==> images/layer_met3.png <==
Bar = 50 microns.
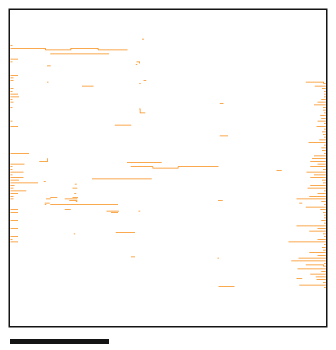
==> images/layer_met4.png <==
Bar = 50 microns.
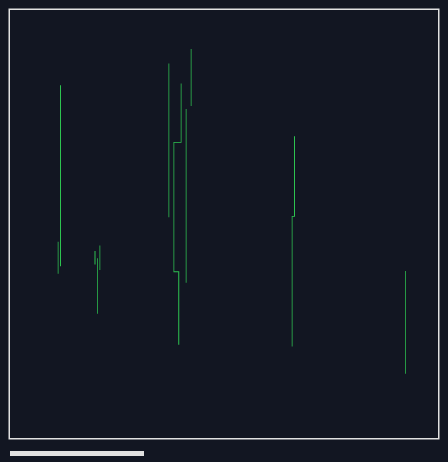
==> images/clocks.png <==
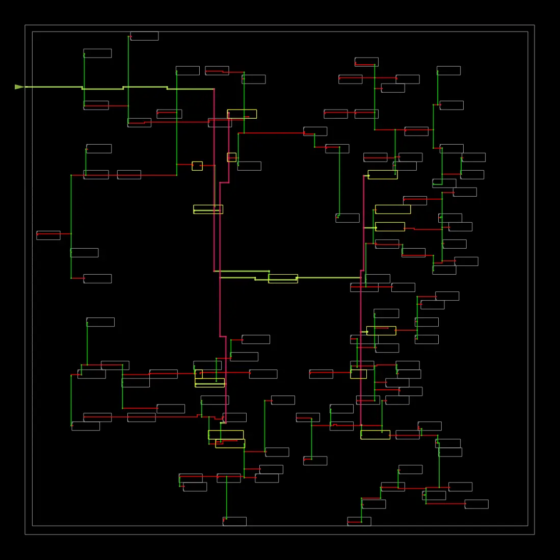
==> src/rtl/fetch_pkg.sv <==
// Shared types and constants for the instruction fetch sequencer.
package fetch_pkg;

  typedef enum logic [1:0] {
    ST_RUN   = 2'd0,
    ST_FLUSH = 2'd1,
    ST_HALT  = 2'd2
  } fetch_state_e;

  localparam logic [31:0] NOP_INST   = 32'hE1A0_0000;
  localparam logic [31:0] INST_BYTES = 32'd4;
  localparam int          BUBBLE_W   = 2;

  // Evaluated in 33 bits so an address near 2^32 cannot wrap into a pass.
  function automatic logic addr_legal(input logic [31:0] addr, input logic [32:0] mem_bytes);
    return ({1'b0, addr} + {1'b0, INST_BYTES}) <= mem_bytes;
  endfunction

endpackage

==> src/rtl/fetch_sequencer_if.sv <==
// Code-memory and IF-stage signal bundle between the fetch sequencer and its surroundings.
interface fetch_sequencer_if;
  logic [31:0] pc_o;
  logic [31:0] inst_i;
  logic        stall_i;
  logic        branch_i;
  logic [31:0] branch_target_i;
  logic [31:0] if_inst_o;
  logic [31:0] if_pc_o;
  logic [31:0] if_pc_plus8_o;
  logic        if_valid_o;
  logic        halted_o;

  modport master (
    output pc_o, if_inst_o, if_pc_o, if_pc_plus8_o, if_valid_o, halted_o,
    input  inst_i, stall_i, branch_i, branch_target_i
  );

  modport slave (
    input  pc_o, if_inst_o, if_pc_o, if_pc_plus8_o, if_valid_o, halted_o,
    output inst_i, stall_i, branch_i, branch_target_i
  );
endinterface

==> src/rtl/fetch_pc_reg.sv <==
// Program counter register: aligned redirect load, sequential increment, or hold.
module fetch_pc_reg
  import fetch_pkg::*;
#(
  parameter logic [31:0] RESET_PC = 32'h0000_0000
) (
  input  logic        clk,
  input  logic        reset,
  input  logic        load,
  input  logic        incr,
  input  logic [31:0] target,
  output logic [31:0] pc
);

  logic [31:0] pc_r;
  logic [31:0] target_aligned_s;

  assign target_aligned_s = target & 32'hFFFF_FFFC;
  assign pc               = pc_r;

  // PC update; load has priority over increment, increment wraps mod 2^32.
  always_ff @(posedge clk) begin
    if (reset) begin
      pc_r <= RESET_PC;
    end else if (load) begin
      pc_r <= target_aligned_s;
    end else if (incr) begin
      pc_r <= pc_r + INST_BYTES;
    end else begin
      pc_r <= pc_r;
    end
  end

endmodule

==> src/rtl/fetch_sequencer.sv <==
// Fetch sequencer: PC ownership, IF output stage, redirect bubbles and out-of-range halt.
module fetch_sequencer
  import fetch_pkg::*;
#(
  parameter logic [31:0] RESET_PC       = 32'h0000_0000,
  parameter int          MEM_BYTES      = 68,
  parameter int          BRANCH_BUBBLES = 0
) (
  input logic               clk,
  input logic               reset,
  fetch_sequencer_if.master bus
);

  localparam logic [32:0]         MEM_LIMIT   = 33'(MEM_BYTES);
  localparam logic [BUBBLE_W-1:0] BUBBLE_LOAD = BUBBLE_W'(BRANCH_BUBBLES);

  fetch_state_e        state_r, state_next_s;
  logic [BUBBLE_W-1:0] cnt_r, cnt_next_s;
  logic [31:0]         pc_s;
  logic                pc_load_s, pc_incr_s, capture_s;
  logic                valid_r, valid_next_s;
  logic                halted_r, halted_next_s;
  logic [31:0]         if_inst_r, if_pc_r;

  fetch_pc_reg #(.RESET_PC(RESET_PC)) u_pc (
    .clk    (clk),
    .reset  (reset),
    .load   (pc_load_s),
    .incr   (pc_incr_s),
    .target (bus.branch_target_i),
    .pc     (pc_s)
  );

  // State, bubble counter and status flags.
  always_ff @(posedge clk) begin
    if (reset) begin
      state_r  <= ST_RUN;
      cnt_r    <= {BUBBLE_W{1'b0}};
      valid_r  <= 1'b0;
      halted_r <= 1'b0;
    end else begin
      state_r  <= state_next_s;
      cnt_r    <= cnt_next_s;
      valid_r  <= valid_next_s;
      halted_r <= halted_next_s;
    end
  end

  // Next-state logic; branch beats stall, stall freezes everything.
  always_comb begin
    state_next_s  = state_r;
    cnt_next_s    = cnt_r;
    pc_load_s     = 1'b0;
    pc_incr_s     = 1'b0;
    capture_s     = 1'b0;
    valid_next_s  = valid_r;
    halted_next_s = halted_r;
    if (bus.branch_i) begin
      pc_load_s     = 1'b1;
      valid_next_s  = 1'b0;
      halted_next_s = 1'b0;
      if (BUBBLE_LOAD == {BUBBLE_W{1'b0}}) begin
        state_next_s = ST_RUN;
      end else begin
        state_next_s = ST_FLUSH;
        cnt_next_s   = BUBBLE_LOAD;
      end
    end else if (bus.stall_i) begin
      state_next_s = state_r;
    end else begin
      case (state_r)
        ST_RUN: begin
          if (addr_legal(pc_s, MEM_LIMIT)) begin
            capture_s    = 1'b1;
            pc_incr_s    = 1'b1;
            valid_next_s = 1'b1;
          end else begin
            valid_next_s  = 1'b0;
            halted_next_s = 1'b1;
            state_next_s  = ST_HALT;
          end
        end
        ST_FLUSH: begin
          valid_next_s = 1'b0;
          cnt_next_s   = cnt_r - {{(BUBBLE_W-1){1'b0}}, 1'b1};
          if (cnt_r == {{(BUBBLE_W-1){1'b0}}, 1'b1}) begin
            state_next_s = ST_RUN;
          end else begin
            state_next_s = ST_FLUSH;
          end
        end
        ST_HALT: begin
          valid_next_s  = 1'b0;
          halted_next_s = 1'b1;
        end
        default: begin
          valid_next_s = 1'b0;
          state_next_s = ST_RUN;
        end
      endcase
    end
  end

  // IF stage payload; held whenever no fetch is captured.
  always_ff @(posedge clk) begin
    if (reset) begin
      if_inst_r <= NOP_INST;
      if_pc_r   <= 32'h0000_0000;
    end else if (capture_s) begin
      if_inst_r <= bus.inst_i;
      if_pc_r   <= pc_s;
    end else begin
      if_inst_r <= if_inst_r;
      if_pc_r   <= if_pc_r;
    end
  end

  assign bus.pc_o          = pc_s;
  assign bus.if_inst_o     = if_inst_r;
  assign bus.if_pc_o       = if_pc_r;
  assign bus.if_pc_plus8_o = if_pc_r + 32'd8;
  assign bus.if_valid_o    = valid_r;
  assign bus.halted_o      = halted_r;

endmodule
==> src/flat_wrapper.sv <==
// flat-port wrapper written by rule: the top's interface ports become plain ports
module fetch_sequencer_flat import fetch_pkg::*;
#(
  parameter logic [31:0] RESET_PC       = 32'h0000_0000,
  parameter int          MEM_BYTES      = 68,
  parameter int          BRANCH_BUBBLES = 0
)
  (clk, reset, bus_pc_o, bus_if_inst_o, bus_if_pc_o, bus_if_pc_plus8_o, bus_if_valid_o, bus_halted_o, bus_inst_i, bus_stall_i, bus_branch_i, bus_branch_target_i);
  fetch_sequencer_if bus_i ();
  input logic clk;
  input logic reset;
  output wire logic [$bits(bus_i.pc_o)-1:0] bus_pc_o;
  output wire logic [$bits(bus_i.if_inst_o)-1:0] bus_if_inst_o;
  output wire logic [$bits(bus_i.if_pc_o)-1:0] bus_if_pc_o;
  output wire logic [$bits(bus_i.if_pc_plus8_o)-1:0] bus_if_pc_plus8_o;
  output wire logic [$bits(bus_i.if_valid_o)-1:0] bus_if_valid_o;
  output wire logic [$bits(bus_i.halted_o)-1:0] bus_halted_o;
  input wire logic [$bits(bus_i.inst_i)-1:0] bus_inst_i;
  input wire logic [$bits(bus_i.stall_i)-1:0] bus_stall_i;
  input wire logic [$bits(bus_i.branch_i)-1:0] bus_branch_i;
  input wire logic [$bits(bus_i.branch_target_i)-1:0] bus_branch_target_i;
  assign bus_pc_o = bus_i.pc_o;
  assign bus_if_inst_o = bus_i.if_inst_o;
  assign bus_if_pc_o = bus_i.if_pc_o;
  assign bus_if_pc_plus8_o = bus_i.if_pc_plus8_o;
  assign bus_if_valid_o = bus_i.if_valid_o;
  assign bus_halted_o = bus_i.halted_o;
  assign bus_i.inst_i = bus_inst_i;
  assign bus_i.stall_i = bus_stall_i;
  assign bus_i.branch_i = bus_branch_i;
  assign bus_i.branch_target_i = bus_branch_target_i;
  fetch_sequencer #(.RESET_PC(RESET_PC), .MEM_BYTES(MEM_BYTES), .BRANCH_BUBBLES(BRANCH_BUBBLES)) u_core (.clk(clk), .reset(reset), .bus(bus_i));
endmodule
==> config.mk <==
export PLATFORM = sky130hd
export DESIGN_NAME = fetch_sequencer_flat
export DESIGN_NICKNAME = d
export VERILOG_FILES = /design/src/rtl/fetch_pkg.sv /design/src/rtl/fetch_sequencer_if.sv /design/src/rtl/fetch_pc_reg.sv /design/src/rtl/fetch_sequencer.sv /design/src/flat_wrapper.sv
export SDC_FILE = /design/constraint.sdc
export NUM_CORES = 1
export LEC_CHECK = 0
export CAP_MARGIN = 25
export CELL_PAD_IN_SITES_DETAIL_PLACEMENT = 2
export CELL_PAD_IN_SITES_GLOBAL_PLACEMENT = 2
export CORE_MARGIN = 2
export CORE_UTILIZATION = 24
export CTS_CLUSTER_SIZE = 16
export DETAILED_ROUTE_END_ITERATION = 16
export GPL_ROUTABILITY_DRIVEN = 0
export GPL_TIMING_DRIVEN = 0
export HOLD_SLACK_MARGIN = 0.05
export PLACE_DENSITY = 0.76
export SYNTH_ARGS = -nofsm -noshare
export SYNTH_HDL_FRONTEND = slang
export SYNTH_HIERARCHICAL = 1
export SYNTH_SLANG_ARGS = --single-unit
==> constraint.sdc <==
create_clock -name clk -period 3.7 [get_ports clk]
set_clock_uncertainty 0.1 [all_clocks]
set_input_delay 0.74 -clock clk [delete_from_list [all_inputs] [get_ports clk]]
set_output_delay 0.74 -clock clk [all_outputs]
set_load 0.02 [all_outputs]
==> impl_metrics.yaml <==
# implementation run metrics
synth:
  numSynthFlops: 100
  ys_seq_share_pct: 34.34
  yosysUniqueCellTypes: 69
  top_logic_kind: "simple AND/OR/NAND/NOR gates"
  edf_count: 0
  yosysWarnings: 6
  aoi_share_pct: 15.65
clock_network:
  cts_tree: "yes"
  cts_hold_buf: 0
floorplan:
  core-area_sq_mm: 0.02411
  dieArea_sq_mm: 0.02555
  die_y_microns: 159.9
  fp_util_pct: 24.18
critical_path:
  reg2reg_depth: 16
  endpoint_kind: "register"
drt:
  routed.top_layer: "met4"
  wl_met3_microns: 775
  drt-initial-drc-count: 239
final_timing:
  max_freq_mhz: 279.1
  period_used_pct: 96.82
  maxSlewHeadroom_pct: 34.50
  timing.setup.tns_ps: 0
min_path:
  whs_path_depth: 2
layout:
  drive_above_1_share_pct: 17.06
  diodes: 0
status:
  status: "finished, final reports clean"
grt:
  grt_pass1_wl_microns: 38560
  grt_antenna_before_repair: 0
About layer_met3.png:
main direction: horizontal
longest straight run: 34.0 microns
wire length on this layer: 775 microns
nets with wire on the layer: 136
share of all routed wire: 3.1%
met3 Usage GRT: 2.468%
Total Wirelength: 24,800 microns

About layer_met4.png:
share of all routed wire: 1.9%
nets with wire on the layer: 10
wire length on this layer: 475 microns
longest straight run: 67.3 microns
via count: 6,392

About clocks.png:
power of the clock network: 1.06 mW
# clk buffers: 10
Seq Cell Count: 100
Insertion Delay late pin: 360 ps
Num Clock Sinks: 100

-- power by group through the flow --
stage | Sequential (mW) | Clock [mW] | Combinational [mW]
2_1_floorplan | 1.20 | 0 | 0.130
3_3_place_gp | 1.20 | 0 | 0.314
3_5_place_dp | 1.20 | 0 | 0.316
4_1_cts | 1.16 | 1.10 | 0.349
5_1_grt | 1.16 | 1.14 | 0.390
6_report | 1.16 | 1.06 | 0.359
-- flip-flops by register name, indices dropped and copies added, names as in the netlist --
| register | flops |
|---|---|
| u_core/bus.halted_o | 1 |
| u_core/bus.if_inst_o | 32 |
| u_core/bus.if_pc_o | 32 |
| u_core/u_pc/pc | 30 |
| u_core/state_r | 2 |
| u_core/bus.if_valid_o | 1 |
| u_core/cnt_r | 2 |
-- cells in the mapped netlist, types with 13 or more instances --
cell type    n  area [sq um]
nand2_1     46         172.7
clkbuf_1    24         90.09
a21bo_2     18         180.2
nor3b_1     33         247.7
xor2_1      17         148.9
nand3_1     53         265.3
mux2i_1     23         230.2
nand4_1     31         193.9
inv_1       13         48.80
nor2_1      59         221.5
a211oi_1    13         97.59
xnor2_1     30         262.8
nor4_1      13         81.33
a21oi_1     34         170.2
dfxtp_1    100          2002
and3_1      16         100.1
nand2b_1    30         187.7
-- critical path, stage by stage, from the launching register on --
cell and delay, ps:
dfxtp_4 370, buf_6 130, buf_6 120, inv_1 80, ha_4 200, a2bb2oi_2 140, o31a_1 250, o221ai_2 200
o211a_1 170, and4b_1 240, buf_6 110, and2_4 150, buf_12 120, and3_4 230, nand2_2 70, or4_4 530
a311oi_2 270
-- cell type report --
cell class | count | area, sq um
timing repair buffer | 223 | 2182
tap | 324 | 405.4
sequential | 100 | 2086
clock buffer | 10 | 239.0
clock inverter | 5 | 82.58
buffer | 42 | 257.7
inverter | 14 | 52.55
fill | 2751 | 15060
multi-input combinational | 538 | 3739
-- kinds of logic after synthesis --
kind of cell | count (synthesis)
xor gates and xnor gates | 47
adders and majority gates | 5
DFF | 100
other | 1
and+or+nand+nor | 335
muxes | 24
buffers and inverters | 59
AOI/OAI and AO/OA | 125
-- what timing repair did --
action	CTS	global route
setup endpoints to repair	42	30
hold endpoints to repair	0	0
pin swaps	7	15
setup buffers	17	13
gates cloned	1	0
gates resized	57	39
-- layer usage --
metal / GRT usage (%) / vias to the layer above
met5: 0 / -
met4: 5.815 / 0
met3: 2.468 / 29
met2: 33.81 / 174
met1: 23.86 / 3178
li1: - / 3011
-- placed cells by master (no fill, tap or decap), types with 15 or more instances in the layout --
cell type,instances
nor2_1,56
xor2_1,17
dfxtp_1,73
clkbuf_1,22
and3_1,15
a21bo_2,18
buf_4,35
nor3b_1,32
a21oi_1,34
clkdlybuf4s50_1,184
nand2_1,43
nand2b_1,30
nand3_1,51
nand4_1,31
dfxtp_4,20
mux2i_1,23
xnor2_1,30
-- stage by stage --
step | instances | worst slack, ps | area (sq um)
after global placement | 1213 | -813.6 | 8207
final | 1256 | 117.5 | 9044
after detailed placement | 1213 | -750.1 | 8207
after floorplan | 697 | 1.314 | 5879
after global routing | 1256 | -35.79 | 9044
after CTS | 1243 | 2.495 | 8812
Power is estimated from default activity; no workload was simulated.
